Figure 1. Cell area per tile (run 1).
16 x 16 tiles, from black (low) to pale yellow (high), 0 to 100% covered.
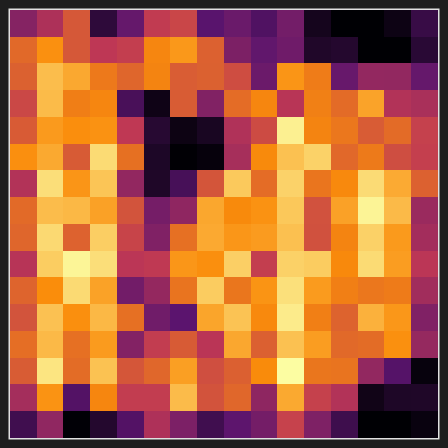
Figure 2. Where the registers sit (run 1).
Bar = 50 microns. Other sequential cells in the stronger gray, the rest of the logic in the fainter gray.
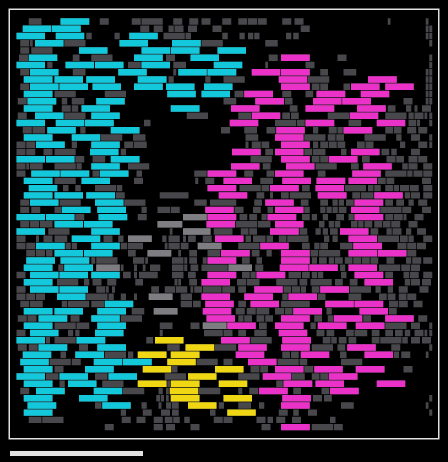
Figure 3. Signal wires by layer (run 1).
Bar = 50 microns. Only two layers are drawn.
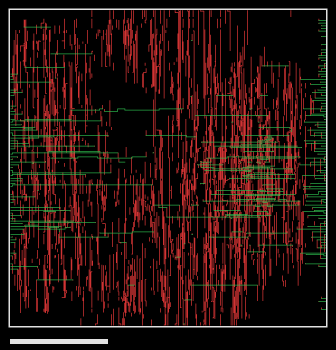
`config.mk`:
```
export PLATFORM = sky130hd
export DESIGN_NAME = mem_store_buffer_flat
export DESIGN_NICKNAME = d
export VERILOG_FILES = /design/src/rtl/mem_store_buffer_if.sv /design/src/rtl/mem_store_buffer.sv /design/src/flat_wrapper.sv
export SDC_FILE = /design/constraint.sdc
export NUM_CORES = 1
export LEC_CHECK = 0
export CORE_MARGIN = 2
export CORE_UTILIZATION = 50
export CTS_BUF_LIST = sky130_fd_sc_hd__clkbuf_2 sky130_fd_sc_hd__clkbuf_4 sky130_fd_sc_hd__clkbuf_8
export DETAILED_ROUTE_END_ITERATION = 6
export PLACE_DENSITY = 0.85
export SLEW_MARGIN = 25
export SYNTH_ARGS = -nofsm -noshare
export SYNTH_HDL_FRONTEND = slang
export SYNTH_SLANG_ARGS = --single-unit
export TNS_END_PERCENT = 50
```
`constraint.sdc`:
```
create_clock -name clk -period 5.7 [get_ports clk]
set_clock_uncertainty 0.05 [all_clocks]
set_input_delay 1.14 -clock clk [delete_from_list [all_inputs] [get_ports clk]]
set_output_delay 1.14 -clock clk [all_outputs]
set_load 0.05 [all_outputs]
```
`src/rtl/mem_store_buffer_if.sv`:
```
// -----------------------------------------------------------------------------
// mem_store_buffer_if
// Bus bundle between the MEM-stage store/load path, the store buffer and the
// data-memory write port.
//   Store request : st_valid, st_type, st_addr, st_data, st_pc -> st_ready, st_misalign
//   Load check    : ld_valid, ld_addr                          -> ld_stall
//   DM write port : dm_hold -> memw_enable, byteen, mem_adr, mem_write, MPC
// Modports:
//   master : pipeline / DM side (drives requests and dm_hold)
//   slave  : the store buffer
// -----------------------------------------------------------------------------
interface mem_store_buffer_if;
    logic        st_valid;
    logic [1:0]  st_type;
    logic [31:0] st_addr;
    logic [31:0] st_data;
    logic [31:0] st_pc;
    logic        st_ready;
    logic        st_misalign;

    logic        ld_valid;
    logic [31:0] ld_addr;
    logic        ld_stall;

    logic        dm_hold;
    logic        memw_enable;
    logic [3:0]  byteen;
    logic [31:0] mem_adr;
    logic [31:0] mem_write;
    logic [31:0] MPC;

    modport master (
        output st_valid, st_type, st_addr, st_data, st_pc,
        output ld_valid, ld_addr, dm_hold,
        input  st_ready, st_misalign, ld_stall,
        input  memw_enable, byteen, mem_adr, mem_write, MPC
    );

    modport slave (
        input  st_valid, st_type, st_addr, st_data, st_pc,
        input  ld_valid, ld_addr, dm_hold,
        output st_ready, st_misalign, ld_stall,
        output memw_enable, byteen, mem_adr, mem_write, MPC
    );
endinterface

```
`src/rtl/mem_store_buffer.sv`:
```
// -----------------------------------------------------------------------------
// mem_store_buffer
// Posted-write queue between the MEM-stage store path and the data memory.
// Accepts sw/sh/sb, derives the byte enable from the low address bits, queues
// up to DEPTH stores and drains one per cycle into the DM write port. Loads
// whose word address matches any pending store are stalled.
//
// Ports:
//   clk    : rising-edge clock
//   reset  : asynchronous, active-high; empties the queue
//   bus    : mem_store_buffer_if.slave (store request, load check, DM port)
//
// Parameters:
//   DEPTH  : queue entries, power of two, >= 2
//   PTR_W  : log2(DEPTH)
//
// Optional feature (macro STORE_TRACE_EN):
//   defined   -> each entry keeps the store PC, MPC shows the head PC and every
//                committed write is printed at the popping edge.
//   undefined -> no PC storage, MPC tied to 0.
// -----------------------------------------------------------------------------
module mem_store_buffer #(
    parameter int DEPTH = 4,
    parameter int PTR_W = 2
) (
    input logic               clk,
    input logic               reset,
    mem_store_buffer_if.slave bus
);
    logic [29:0]      waddr_q [DEPTH];
    logic [3:0]       be_q    [DEPTH];
    logic [31:0]      data_q  [DEPTH];
    logic [DEPTH-1:0] valid_q;
    logic [PTR_W-1:0] head_q;
    logic [PTR_W-1:0] tail_q;
    logic [PTR_W:0]   count_q;

    logic       empty;
    logic       full;
    logic       push;
    logic       pop;
    logic       bad_align;
    logic [3:0] st_be;
    logic       ld_hit;

    // Byte-enable derivation and alignment check for the incoming store.
    // NOTE: every signal assigned in always_comb gets a default first, so no
    // path through the case can leave it unassigned and infer a latch.
    always_comb begin
        st_be     = 4'b0000;
        bad_align = 1'b0;
        case (bus.st_type)
            2'b00: begin
                st_be     = 4'b1111;
                bad_align = (bus.st_addr[1:0] != 2'b00);
            end
            2'b01: begin
                st_be     = bus.st_addr[1] ? 4'b1100 : 4'b0011;
                bad_align = bus.st_addr[0];
            end
            2'b10: st_be = 4'b0001 << bus.st_addr[1:0];
            default: bad_align = 1'b1;
        endcase
    end

    assign empty = (count_q == '0);
    assign full  = (count_q == (PTR_W+1)'(DEPTH));

    // A full queue refuses the push even when a pop happens this cycle.
    assign push = bus.st_valid & ~full & ~bad_align;
    assign pop  = ~empty & ~bus.dm_hold;

    assign bus.st_ready    = ~full;
    assign bus.st_misalign = bus.st_valid & bad_align;

    // Control state. Pointers are PTR_W bits wide and wrap naturally at DEPTH.
    // NOTE: sequential state uses non-blocking assignments so every register
    // samples pre-edge values regardless of statement order.
    always_ff @(posedge clk or posedge reset) begin
        if (reset) begin
            head_q  <= '0;
            tail_q  <= '0;
            count_q <= '0;
            valid_q <= '0;
        end else begin
            // Push and pop never target the same slot: a pop needs a non-empty
            // queue and a push needs a non-full one, so head != tail when both fire.
            if (pop) begin
                head_q          <= head_q + 1'b1;
                valid_q[head_q] <= 1'b0;
            end
            if (push) begin
                tail_q          <= tail_q + 1'b1;
                valid_q[tail_q] <= 1'b1;
            end
            if (push && !pop)      count_q <= count_q + 1'b1;
            else if (pop && !push) count_q <= count_q - 1'b1;
        end
    end

    // NOTE: the payload array is deliberately left out of reset; the valid bits
    // and count gate every consumer, so stale payload is never observed.
    always_ff @(posedge clk) begin
        if (push) begin
            waddr_q[tail_q] <= bus.st_addr[31:2];
            be_q[tail_q]    <= st_be;
            data_q[tail_q]  <= bus.st_data;
        end
    end

    // Word-granular hazard check against every pending entry; byte overlap is
    // not considered.
    always_comb begin
        ld_hit = 1'b0;
        for (int i = 0; i < DEPTH; i++) begin
            if (valid_q[i] && (waddr_q[i] == bus.ld_addr[31:2])) ld_hit = 1'b1;
        end
    end

    assign bus.ld_stall = bus.ld_valid & ld_hit;

    // DM port is driven straight from the head entry; zeros when empty.
    assign bus.memw_enable = pop;
    assign bus.byteen      = empty ? 4'b0000 : be_q[head_q];
    assign bus.mem_adr     = empty ? 32'h0 : {waddr_q[head_q], 2'b00};
    assign bus.mem_write   = empty ? 32'h0 : data_q[head_q];

`ifdef STORE_TRACE_EN
    logic [31:0] pc_q [DEPTH];

    always_ff @(posedge clk) begin
        if (push) pc_q[tail_q] <= bus.st_pc;
    end

    assign bus.MPC = empty ? 32'h0 : pc_q[head_q];

    always_ff @(posedge clk) begin
        if (!reset && pop) $display("@%h: *%h <= %h", bus.MPC, bus.mem_adr, bus.mem_write);
    end
`else
    logic unused_pc;
    assign unused_pc = ^bus.st_pc;
    assign bus.MPC   = 32'h0;
`endif
endmodule
```
`src/flat_wrapper.sv`:
```
// flat-port wrapper written by rule: the top's interface ports become plain ports
module mem_store_buffer_flat 
#(
    parameter int DEPTH = 4,
    parameter int PTR_W = 2
)
  (clk, reset, bus_st_valid, bus_st_type, bus_st_addr, bus_st_data, bus_st_pc, bus_ld_valid, bus_ld_addr, bus_dm_hold, bus_st_ready, bus_st_misalign, bus_ld_stall, bus_memw_enable, bus_byteen, bus_mem_adr, bus_mem_write, bus_MPC);
  mem_store_buffer_if bus_i ();
  input logic clk;
  input logic reset;
  input wire logic [$bits(bus_i.st_valid)-1:0] bus_st_valid;
  input wire logic [$bits(bus_i.st_type)-1:0] bus_st_type;
  input wire logic [$bits(bus_i.st_addr)-1:0] bus_st_addr;
  input wire logic [$bits(bus_i.st_data)-1:0] bus_st_data;
  input wire logic [$bits(bus_i.st_pc)-1:0] bus_st_pc;
  input wire logic [$bits(bus_i.ld_valid)-1:0] bus_ld_valid;
  input wire logic [$bits(bus_i.ld_addr)-1:0] bus_ld_addr;
  input wire logic [$bits(bus_i.dm_hold)-1:0] bus_dm_hold;
  output wire logic [$bits(bus_i.st_ready)-1:0] bus_st_ready;
  output wire logic [$bits(bus_i.st_misalign)-1:0] bus_st_misalign;
  output wire logic [$bits(bus_i.ld_stall)-1:0] bus_ld_stall;
  output wire logic [$bits(bus_i.memw_enable)-1:0] bus_memw_enable;
  output wire logic [$bits(bus_i.byteen)-1:0] bus_byteen;
  output wire logic [$bits(bus_i.mem_adr)-1:0] bus_mem_adr;
  output wire logic [$bits(bus_i.mem_write)-1:0] bus_mem_write;
  output wire logic [$bits(bus_i.MPC)-1:0] bus_MPC;
  assign bus_i.st_valid = bus_st_valid;
  assign bus_i.st_type = bus_st_type;
  assign bus_i.st_addr = bus_st_addr;
  assign bus_i.st_data = bus_st_data;
  assign bus_i.st_pc = bus_st_pc;
  assign bus_i.ld_valid = bus_ld_valid;
  assign bus_i.ld_addr = bus_ld_addr;
  assign bus_i.dm_hold = bus_dm_hold;
  assign bus_st_ready = bus_i.st_ready;
  assign bus_st_misalign = bus_i.st_misalign;
  assign bus_ld_stall = bus_i.ld_stall;
  assign bus_memw_enable = bus_i.memw_enable;
  assign bus_byteen = bus_i.byteen;
  assign bus_mem_adr = bus_i.mem_adr;
  assign bus_mem_write = bus_i.mem_write;
  assign bus_MPC = bus_i.MPC;
  mem_store_buffer #(.DEPTH(DEPTH), .PTR_W(PTR_W)) u_core (.clk(clk), .reset(reset), .bus(bus_i));
endmodule
```
==> flow_metrics.env, run 1 <==
# implementation run metrics
export IMPL_wl_met2_microns=13000
export IMPL_dp_hpwl_microns=17700
export IMPL_io_pins=239
export IMPL_critPathBufInv=2
export IMPL_fmax_mhz=195
export IMPL_pwr_density_cell_nw_per_um2=520
export IMPL_most_common_cell="edfxtp_1"
export IMPL_internal_power_mw=4.79
export IMPL_layout_top_cell="edfxtp_1"
export IMPL_largest_reg_flops=128
export IMPL_synth_top_cell_area_share_pct=64.5
export IMPL_slowest_delay_ns=0.86
export IMPL_slew_headroom_pct=46.7
export IMPL_top_register="u_core.data_q"
export IMPL_dieHeight_microns=161
export IMPL_min_period_ns=5.13
export IMPL_stdcell_area_sq_um=15100
export IMPL_clockBufferDepth=3
export IMPL_cp_max_fo=4
export IMPL_seqPwrFrac_pct=34.6
export IMPL_cp_data_required_time_ns=4.51
export IMPL_clk_pin_slew_ns=0.06
export IMPL_cap_violations=0
export IMPL_clock_latency_ns=0.53
export IMPL_place_area_sq_um=14200
export IMPL_synth_cells=700
export IMPL_gpl_final_weighted_congestion=0.933
export IMPL_viasPerCell=5.39
export IMPL_fill_cells=1781
export IMPL_yosys_area_top_type="edfxtp_1"
export IMPL_final_hold_viol_count=0
export IMPL_cts_sinks=275
export IMPL_leakage_nw=5.00
export IMPL_ys_seq_share_pct=66.8
export IMPL_edf_count=264
export IMPL_netlist_area_sq_um=12300
export IMPL_power_mw=7.86
export IMPL_cp_arrival_ns=3.94
export IMPL_wl_met3_microns=2600
export IMPL_finalCritPeriodShare_pct=90.0
export IMPL_cp_top_family="buffers and inverters"
export IMPL_syn_avg_cell_area_sq_um=17.5
export IMPL_grt_busiest_layer="met2"
export IMPL_tightest_slew_ns=0.800
export IMPL_cts_tree="done"
export IMPL_die_w_microns=161
export IMPL_post_cts_buffers=0
export IMPL_rows=57
export IMPL_dieArea_sq_um=25800
export IMPL_dr_pass1_iters=4
export IMPL_synth_cell_types=28
export IMPL_hold_ws_ns=0.510
export IMPL_grtUsageMet1_pct=26.7
export IMPL_path_cells="clkdlybuf4s50_1, xnor2_1, nand4_1, nor4_1, nand4_1, a41oi_1, clkdlybuf4s50_1"
export IMPL_common_cells="edfxtp_1 (264), xnor2_1 (79), nor2b_1 (68), mux4_2 (66), xor2_1 (46)"
export IMPL_path_class="in2out"
export IMPL_setup_viol_count_final=0
export IMPL_switching_share_pct=39.1
export IMPL_port_buffer_count=170
export IMPL_instances_no_fill=1242
export IMPL_lay_top_cells="edfxtp_1 (264), clkdlybuf4s50_1 (170), xnor2_1 (79), nor2b_1 (68), mux4_2 (66)"
export IMPL_hold_class="reg2reg"
export IMPL_ys_ff=275
export IMPL_route_detailed_drc=0
export IMPL_p_clk_share_pct=21.0
export IMPL_wl_per_cell_microns=21.4
export IMPL_areaGrowthSynthToFinish_pct=23.0
export IMPL_dpl_cell_count=1161
export IMPL_dr_max_layer_used="met4"
export IMPL_slew_violations=0
export IMPL_tns_ns=0
export IMPL_grt_pass1_wl_microns=40000
export IMPL_drive_gt1_share_pct=16.4
export IMPL_ys_chip_area_sq_um=12300
export IMPL_synth_main_ff_cell="edfxtp_1"
export IMPL_route_vias_total=6694
export IMPL_ys_warn_count=0
export IMPL_p_sw_mw=3.07
export IMPL_grt_start_max_net_pins=67
export IMPL_startpoint_type="input pin"
export IMPL_grt_pass1_vias=6959
export IMPL_synthArstFlopShare_pct=4.00
export IMPL_numCtsBuffers=43
export IMPL_yosys_top_cells_area="edfxtp_1 (65%), mux4_2 (12%), xnor2_1 (5.6%)"
export IMPL_preCtsSetupSlack_ns=0.600
export IMPL_rsz0062_at_grt="no"
export IMPL_status="complete, no violations"
export IMPL_cts_resized=0
export IMPL_ctsRootBufferMaster="clkbuf_8"
export IMPL_critPathSlowestCell="clkdlybuf4s50_1"
export IMPL_setup_slack_ns=0.570
export IMPL_use_met3_pct=6.40
export IMPL_crit_path_end_kind="output pin"
export IMPL_m1WireLength_microns=10300
export IMPL_nNetsFinal=1030
export IMPL_use_met2_pct=33.8
export IMPL_cts_max_level=2
export IMPL_drt_initial_drc_count=389
export IMPL_grt_ovfl_total=0
export IMPL_antenna_found_initial=3
export IMPL_cts_hold_buf=0
export IMPL_ys_cells=700
export IMPL_warning_count=66
export IMPL_pwr_share_comb_pct=44.4
export IMPL_top_regs="u_core.data_q x128, u_core.waddr_q x120, u_core.be_q x16"
export IMPL_ant_nets=0
export IMPL_ir_worst_vdd_mv=0.390
export IMPL_comb_area_sq_um=3740
## Picture notes: Figure 1
The mean over all tiles is 57%. 3.5% of the tiles are nearly empty. The fullest tile reaches 100%.
fp_density: 50.7%
Final Util: 62.3%
core area: 24,200 sq um

## Picture notes: Figure 2
Key: u_core.be_q = yellow [sequential cells 16, where south]; u_core.data_q = cyan [sequential cells 128]; u_core.waddr_q = magenta [sequential cells 120]
Register Area: 8210 sq um
Seq area share: 54.3%

## Picture notes: Figure 3
Key: met3 = green [wire length 2,600 microns]; met2 = red [wire length 13,000 microns]
Total GRT Usage: 20.7%
WL final: 26,600 microns

## run 1: worst paths after layout
check	start	to	slack, ns	cells past startpoint
min in group asynchronous	reset	u_core.count_q[2]$_DFFE_PP0P_	0.89	2
hold / removal	u_core.valid_q[2]$_DFF_PP0_	u_core.valid_q[2]$_DFF_PP0_	0.51	1
setup reg to reg	u_core.count_q[0]$_DFFE_PP0P_	u_core.count_q[2]$_DFFE_PP0P_	3.09	10
setup / recovery	bus_ld_addr[16]	bus_ld_stall	0.57	7
max in group asynchronous	reset	u_core.head_q[0]$_DFFE_PP0P_	4.34	2
hold reg to reg	u_core.valid_q[2]$_DFF_PP0_	u_core.valid_q[2]$_DFF_PP0_	0.51	1
## run 1: area by class of cell
| cell class | instances | share of cell area, % |
|---|---|---|
| well taps | 324 | 2.68 |
| multi-input cells | 377 | 24.8 |
| clock inverters | 16 | 0.787 |
| flip-flops and latches | 275 | 54.3 |
| repair buffers | 179 | 12.2 |
| diodes | 3 | 0.0497 |
| inverters | 9 | 0.224 |
| clock buffers | 59 | 4.92 |
## run 1: logic make-up (layout without fill, tap and decap cells)
kind of cell	Yosys count	in the layout	share of synthesized area (%)
flip-flops	275	275	66.8
AND/OR/NAND/NOR	128	128	6.26
XOR/XNOR	125	125	8.91
buffers and inverters	81	263	3.91
multiplexers	68	68	12.3
AND-OR/OR-AND	12	12	0.733
adder cells (fa/ha/maj)	10	10	1.08
other	1	37	0.0305
## run 1: power by group through the flow
stage               sequential [mW]  combinational (mW)  clock, mW
finish                         2.72                3.49       1.65
global route                   2.76                3.65       1.78
CTS                            2.74                3.51       1.69
detailed placement             2.78                3.49          0
global placement               2.76                3.47          0
floorplan                      2.62                2.56          0
==> run 2, diff against run 1 <==
- CTS_CLUSTER_DIAMETER: default -> 50
==> run 2 against run 1 <==
  * Worst setup slack lost 0.015 ns
  * Clock power about the same
  * Global-route usage up 0.063 points
  * Critical endpoint unchanged
  * Largest power group unchanged
==> flow_metrics.env, run 2 <==
# implementation run metrics
export IMPL_stdcell_area_sq_um=15100
export IMPL_drt_initial_drc_count=445
export IMPL_synth_top_cell_area_share_pct=64.5
export IMPL_yosys_top_cells_area="edfxtp_1 (65%), mux4_2 (12%), xnor2_1 (5.6%)"
export IMPL_wl_met2_microns=13000
export IMPL_cts_tree="done"
export IMPL_dr_pass1_iters=4
export IMPL_drive_gt1_share_pct=17.0
export IMPL_dieHeight_microns=161
export IMPL_startpoint="bus_ld_addr[16]"
export IMPL_layout_top_cell="edfxtp_1"
export IMPL_synth_main_ff_cell="edfxtp_1"
export IMPL_route_detailed_drc=0
export IMPL_clk_pin_slew_ns=0.06
export IMPL_use_met3_pct=6.07
export IMPL_rows=57
export IMPL_netlist_area_sq_um=12300
export IMPL_common_cells="edfxtp_1 (264), xnor2_1 (79), nor2b_1 (68), mux4_2 (66), xor2_1 (46)"
export IMPL_clock_latency_ns=0.54
export IMPL_fmax_mhz=194
export IMPL_logic_family="multiplexers"
export IMPL_xor_share_pct=8.91
export IMPL_slew_violations=0
export IMPL_cp_arrival_ns=3.96
export IMPL_min_path_cells=1
export IMPL_ir_worst_vdd_mv=0.496
export IMPL_critPathSlowestCell="clkdlybuf4s50_1"
export IMPL_status="complete, no violations"
export IMPL_path_cells="clkdlybuf4s50_1, xnor2_1, nand4_1, nor4_1, nand4_1, a41oi_1, clkdlybuf4s50_1"
export IMPL_largest_reg_flops=128
export IMPL_warning_count=66
export IMPL_r2r_end="u_core.data_q[3][21]$_DFFE_PP_"
export IMPL_dp_hpwl_microns=17700
export IMPL_ys_cells=700
export IMPL_edf_count=264
export IMPL_dpl_cell_count=1161
export IMPL_min_period_ns=5.15
export IMPL_ys_ff=275
export IMPL_cap_violations=0
export IMPL_synth_cells=700
export IMPL_clockBufferDepth=3
export IMPL_numCtsBuffers=44
export IMPL_ys_sh_adder_pct=1.08
export IMPL_nNetsFinal=1031
export IMPL_power_mw=7.87
export IMPL_rr_worst_depth=6
export IMPL_cp_top_family="buffers and inverters"
export IMPL_grt_ovfl_total=0
export IMPL_io_pins=239
export IMPL_path_class="in2out"
export IMPL_top_register="u_core.data_q"
export IMPL_simple_gate_share_pct=6.26
export IMPL_grt_pass1_wl_microns=40300
export IMPL_hold_class="reg2reg"
export IMPL_syn_avg_cell_area_sq_um=17.5
export IMPL_compound_area_share_pct=0.733
export IMPL_antenna_found_initial=3
export IMPL_reg2reg_slack_ns=3.09
export IMPL_grt_start_max_net_pins=67
export IMPL_hold_ws_ns=0.511
export IMPL_dieArea_sq_um=25800
export IMPL_wl_met3_microns=2730
export IMPL_setup_viol_count_final=0
export IMPL_slowest_delay_ns=0.86
export IMPL_startpoint_type="input pin"
export IMPL_tightest_slew_ns=0.799
export IMPL_leakage_nw=4.99
export IMPL_viasPerCell=5.41
export IMPL_dr_max_layer_used="met4"
export IMPL_place_area_sq_um=14200
export IMPL_top_regs="u_core.data_q x128, u_core.waddr_q x120, u_core.be_q x16"
export IMPL_cts_max_level=2
export IMPL_r2r_start="u_core.count_q[0]$_DFFE_PP0P_"
export IMPL_cp_data_required_time_ns=4.51
export IMPL_critPathBufInv=2
export IMPL_grt_pass1_vias=6961
export IMPL_most_common_cell="edfxtp_1"
export IMPL_instances_no_fill=1245
export IMPL_synthMuxAreaShare_pct=12.3
export IMPL_tns_ns=0
export IMPL_core_area_sq_um=24200
export IMPL_grtUsageMet1_pct=26.9
export IMPL_lay_top_cells="edfxtp_1 (264), clkdlybuf4s50_1 (170), xnor2_1 (79), nor2b_1 (68), mux4_2 (66)"
export IMPL_post_cts_buffers=0
export IMPL_ys_chip_area_sq_um=12300
export IMPL_cp_max_fo=4
export IMPL_fp_util_pct=50.7
export IMPL_cts_resized=0
export IMPL_ant_nets=0
export IMPL_preCtsSetupSlack_ns=0.600
export IMPL_gpl_final_weighted_congestion=0.933
export IMPL_cts_hold_buf=0
export IMPL_final_hold_viol_count=0
export IMPL_finalCritPeriodShare_pct=90.3
export IMPL_synth_cell_types=28
export IMPL_synthArstFlopShare_pct=4.00
export IMPL_use_met2_pct=34.2
export IMPL_setup_slack_ns=0.555
export IMPL_pwr_density_cell_nw_per_um2=520
export IMPL_die_w_microns=161
export IMPL_rsz0062_at_grt="no"
export IMPL_ys_seq_share_pct=66.8
export IMPL_crit_path_end_kind="output pin"
export IMPL_crit_path_end="bus_ld_stall"
export IMPL_port_buffer_count=170
export IMPL_m1WireLength_microns=10400
export IMPL_yosys_area_top_type="edfxtp_1"
export IMPL_areaGrowthSynthToFinish_pct=23.1
export IMPL_critical_path_depth=7
export IMPL_ys_warn_count=0
export IMPL_cts_sinks=275
export IMPL_slew_headroom_pct=46.7
export IMPL_ctsRootBufferMaster="clkbuf_8"
## run 2: kinds of logic after synthesis
group / after synthesis
multiplexers: 68
buffers and inverters: 81
AND-OR/OR-AND: 12
AND/OR/NAND/NOR: 128
XOR/XNOR: 125
adder cells (fa/ha/maj): 10
other: 1
flip-flops: 275
## run 2: layout make-up
class	count	area, sq um
antenna	3	7.51
clock buffer	61	752
clock inverter	17	120
fill	1790	9130
inverter	9	33.8
multi-input combinational	377	3740
sequential	275	8210
tap	324	405
timing repair buffer	179	1850
## run 2: worst min-delay path by stage
stage | start | endpoint | slack (ns)
floorplan | u_core.valid_q[0]$_DFF_PP0_ | u_core.valid_q[0]$_DFF_PP0_ | 0.42
global placement | u_core.valid_q[2]$_DFF_PP0_ | u_core.valid_q[2]$_DFF_PP0_ | 0.46
detailed placement | u_core.valid_q[2]$_DFF_PP0_ | u_core.valid_q[2]$_DFF_PP0_ | 0.49
CTS | u_core.valid_q[2]$_DFF_PP0_ | u_core.valid_q[2]$_DFF_PP0_ | 0.51
global route | u_core.valid_q[2]$_DFF_PP0_ | u_core.valid_q[2]$_DFF_PP0_ | 0.53
finish | u_core.count_q[2]$_DFFE_PP0P_ | u_core.count_q[2]$_DFFE_PP0P_ | 0.51
## run 2: power by group
part | switching, mW | total [mW] | leakage (nW) | internal [mW]
Sequential | 0.233 | 2.72 | 2.53 | 2.49
Combinational | 2.12 | 3.49 | 2.02 | 1.37
Clock | 0.748 | 1.65 | 0.451 | 0.904
## run 2: worst register-to-register path: cells and delay by family (launching register included)
kind,cells,cell delay (ns)
buffers and inverters,1,0.32
DFF,1,0.48
and+or+nand+nor,5,1.41
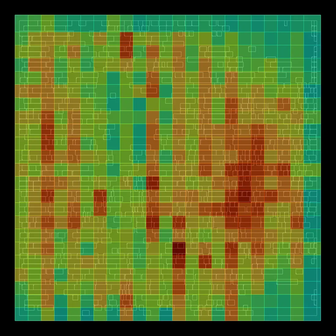
Figure 4: run 2, routing congestion.
Final Util: 62.4%
Most Crowded Layer GR: met2
WL/cell: 21.6 microns
Total GRT Usage: 20.8%

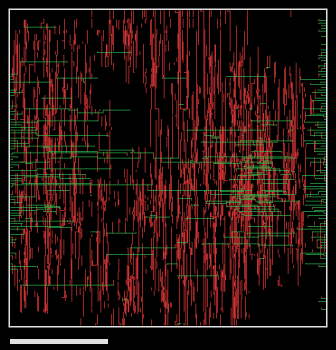
Figure 5: run 2, signal wires by layer.
Bar = 50 microns. Only two layers are drawn.
Key: met2 = red [wire length 13,000 microns]; met3 = green [wire length 2,730 microns]
WL final: 26,900 microns
routed vias: 6,734

==> run 3, diff against run 2 <==
- REMOVE_ABC_BUFFERS: default -> 1
==> run 3 against run 2 <==
  * Clock power decreased by 2%
  * Core utilization down 0.20 points
  * Non-clock buffer count unchanged
  * Power is 0.78% lower
  * Sequential cell count is the same
  * Sequential power about the same
  * Largest power group unchanged
  * Sequential share of layout area is 0.17 points higher
  * Largest cell class unchanged
  * Synthesized cell count did not move
  * Fmax up 1.7%
  * First-iteration DRC count grew 18%
==> flow_metrics.env, run 3 <==
# implementation run metrics
export IMPL_fmax_mhz=198
export IMPL_route_detailed_drc=0
export IMPL_cp_max_fo=4
export IMPL_antenna_found_initial=7
export IMPL_nNetsFinal=1032
export IMPL_cts_hold_buf=0
export IMPL_status="complete, no violations"
export IMPL_cp_data_required_time_ns=4.51
export IMPL_cts_resized=0
export IMPL_cp_arrival_ns=3.87
export IMPL_most_common_cell="edfxtp_1"
export IMPL_crit_path_end_kind="output pin"
export IMPL_tightest_slew_ns=0.768
export IMPL_warning_count=65
export IMPL_largest_reg_flops=128
export IMPL_slew_violations=0
export IMPL_path_class="in2out"
export IMPL_cts_sinks=275
export IMPL_cts_max_level=2
export IMPL_pwr_density_cell_nw_per_um2=518
export IMPL_use_met3_pct=5.53
export IMPL_startpoint_type="input pin"
export IMPL_ant_nets=0
export IMPL_cap_violations=0
export IMPL_setup_viol_count_final=0
export IMPL_leakage_nw=4.98
export IMPL_synth_main_ff_cell="edfxtp_1"
export IMPL_ir_worst_vdd_mv=0.594
export IMPL_areaGrowthSynthToFinish_pct=22.7
export IMPL_power_mw=7.81
export IMPL_grt_pass1_wl_microns=39400
export IMPL_route_vias_total=6603
export IMPL_ys_seq_share_pct=66.8
export IMPL_ys_ff=275
export IMPL_layout_top_cell="edfxtp_1"
export IMPL_synth_cell_types=28
export IMPL_clk_pin_slew_ns=0.06
export IMPL_preCtsSetupSlack_ns=0.723
export IMPL_dieArea_sq_um=25800
export IMPL_routed_wirelength_microns=26300
export IMPL_setup_slack_ns=0.641
export IMPL_top_register="u_core.data_q"
export IMPL_numCtsBuffers=45
export IMPL_tns_ns=0
export IMPL_gpl_final_weighted_congestion=0.804
export IMPL_wl_met3_microns=2110
export IMPL_drt_initial_drc_count=525
export IMPL_reg2reg_slack_ns=3.06
export IMPL_yosys_area_top_type="edfxtp_1"
export IMPL_cts_tree="done"
export IMPL_ctsRootBufferMaster="clkbuf_8"
export IMPL_synth_top_cell_area_share_pct=64.5
export IMPL_clockBufferDepth=3
export IMPL_port_buffer_count=170
export IMPL_instances_no_fill=1247
export IMPL_grt_busiest_layer="met2"
export IMPL_viasPerCell=5.30
export IMPL_grt_ovfl_total=0
export IMPL_ys_cells=700
export IMPL_fp_util_pct=50.7
export IMPL_top_regs="u_core.data_q x128, u_core.waddr_q x120, u_core.be_q x16"
export IMPL_slew_headroom_pct=48.8
export IMPL_place_area_sq_um=14100
export IMPL_fill_cells=1745
export IMPL_rsz0062_at_grt="no"
export IMPL_dr_pass1_iters=5
export IMPL_drive_gt1_share_pct=16.6
export IMPL_netlist_area_sq_um=12300
export IMPL_hold_class="reg2reg"
export IMPL_synthArstFlopShare_pct=4.00
export IMPL_grt_start_max_net_pins=67
export IMPL_wl_met2_microns=13100
export IMPL_core_area_sq_um=24200
export IMPL_ys_warn_count=0
export IMPL_synth_cells=700
export IMPL_track_usage_pct=20.2
export IMPL_finalCritPeriodShare_pct=88.8
export IMPL_dr_max_layer_used="met5"
export IMPL_edf_count=264
export IMPL_common_cells="edfxtp_1 (264), xnor2_1 (79), nor2b_1 (68), mux4_2 (66), xor2_1 (46)"
export IMPL_syn_avg_cell_area_sq_um=17.5
-- run 3: cell counts after synthesis --
No cell type changed its count.
-- run 3: final cells by class --
cell class	instances	area, sq um	area share (%)
Antenna cell	3	7.51	0.0498
Clock buffer	56	702	4.66
Clock inverter	24	145	0.963
Inverter	9	33.8	0.224
Multi-Input combinational cell	377	3740	24.8
Sequential cell	275	8210	54.5
Tap cell	324	405	2.69
Timing Repair Buffer	179	1830	12.2
-- run 3: kinds of logic (layout without fill, tap and decap cells) --
logic type	count (synthesis)	count (layout)	synth area share (%)
flip-flops	275	275	66.8
buffers and inverters	81	268	3.91
AND-OR/OR-AND	12	12	0.733
adder cells (fa/ha/maj)	10	10	1.08
multiplexers	68	68	12.3
other	1	37	0.0305
XOR/XNOR	125	125	8.91
AND/OR/NAND/NOR	128	128	6.26
-- run 3: worst paths after layout --
path,startpoint,to,cells after the start
max in group asynchronous,reset,u_core.head_q[0]$_DFFE_PP0P_,2
hold / removal,u_core.valid_q[2]$_DFF_PP0_,u_core.valid_q[2]$_DFF_PP0_,1
setup reg to reg,u_core.count_q[0]$_DFFE_PP0P_,u_core.data_q[3][30]$_DFFE_PP_,6
min in group asynchronous,reset,u_core.count_q[1]$_DFFE_PP0P_,2
hold reg to reg,u_core.valid_q[2]$_DFF_PP0_,u_core.valid_q[2]$_DFF_PP0_,1
setup / recovery,bus_ld_addr[11],bus_ld_stall,7
-- run 3: power by group --
group / total (mW) / switching [mW] / internal (mW)
combinational: 3.49 / 2.12 / 1.36
clock: 1.61 / 0.750 / 0.861
sequential: 2.71 / 0.219 / 2.49
-- run 3: worst max-delay path, stage by stage --
cell	delay, ns
clkdlybuf4s50_1	0.53
xnor2_1	0.36
nand4_1	0.15
nor4_1	0.43
nand4_1	0.14
a41oi_1	0.26
clkdlybuf4s50_1	0.85
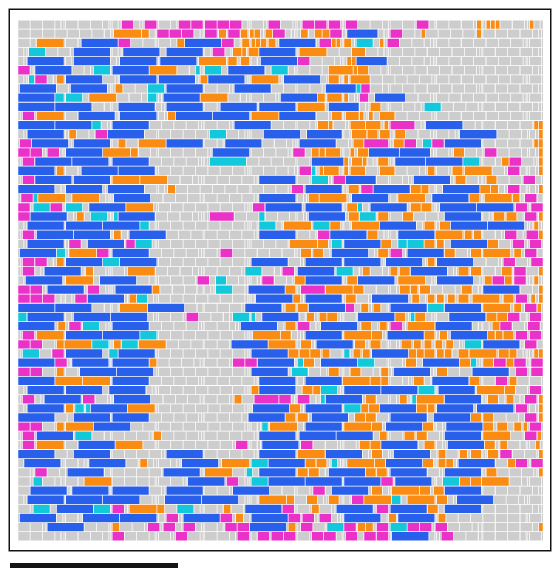
Figure 6: run 3, placed cells, one color a class.
Bar = 50 microns. Fill, decap, tap and diode cells in gray.
Key: flops = blue [cells 275]; clock drivers and dummy loads = cyan [cells 80]; other buffers and delay cells = magenta [cells 179]; all other logic = orange [cells 386]
# rows: 57
Final Util: 62.2%

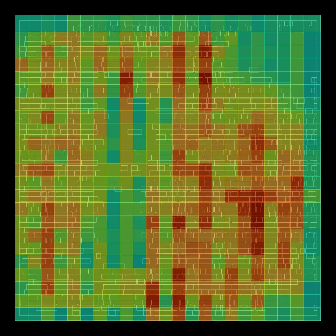
Figure 7: run 3, routing congestion.
M2 GR Usage: 33.3%
WL/cell: 21.1 microns
GR Util met1: 26.2%

Power figures rest on the tool's default switching activity, not on a simulated workload.
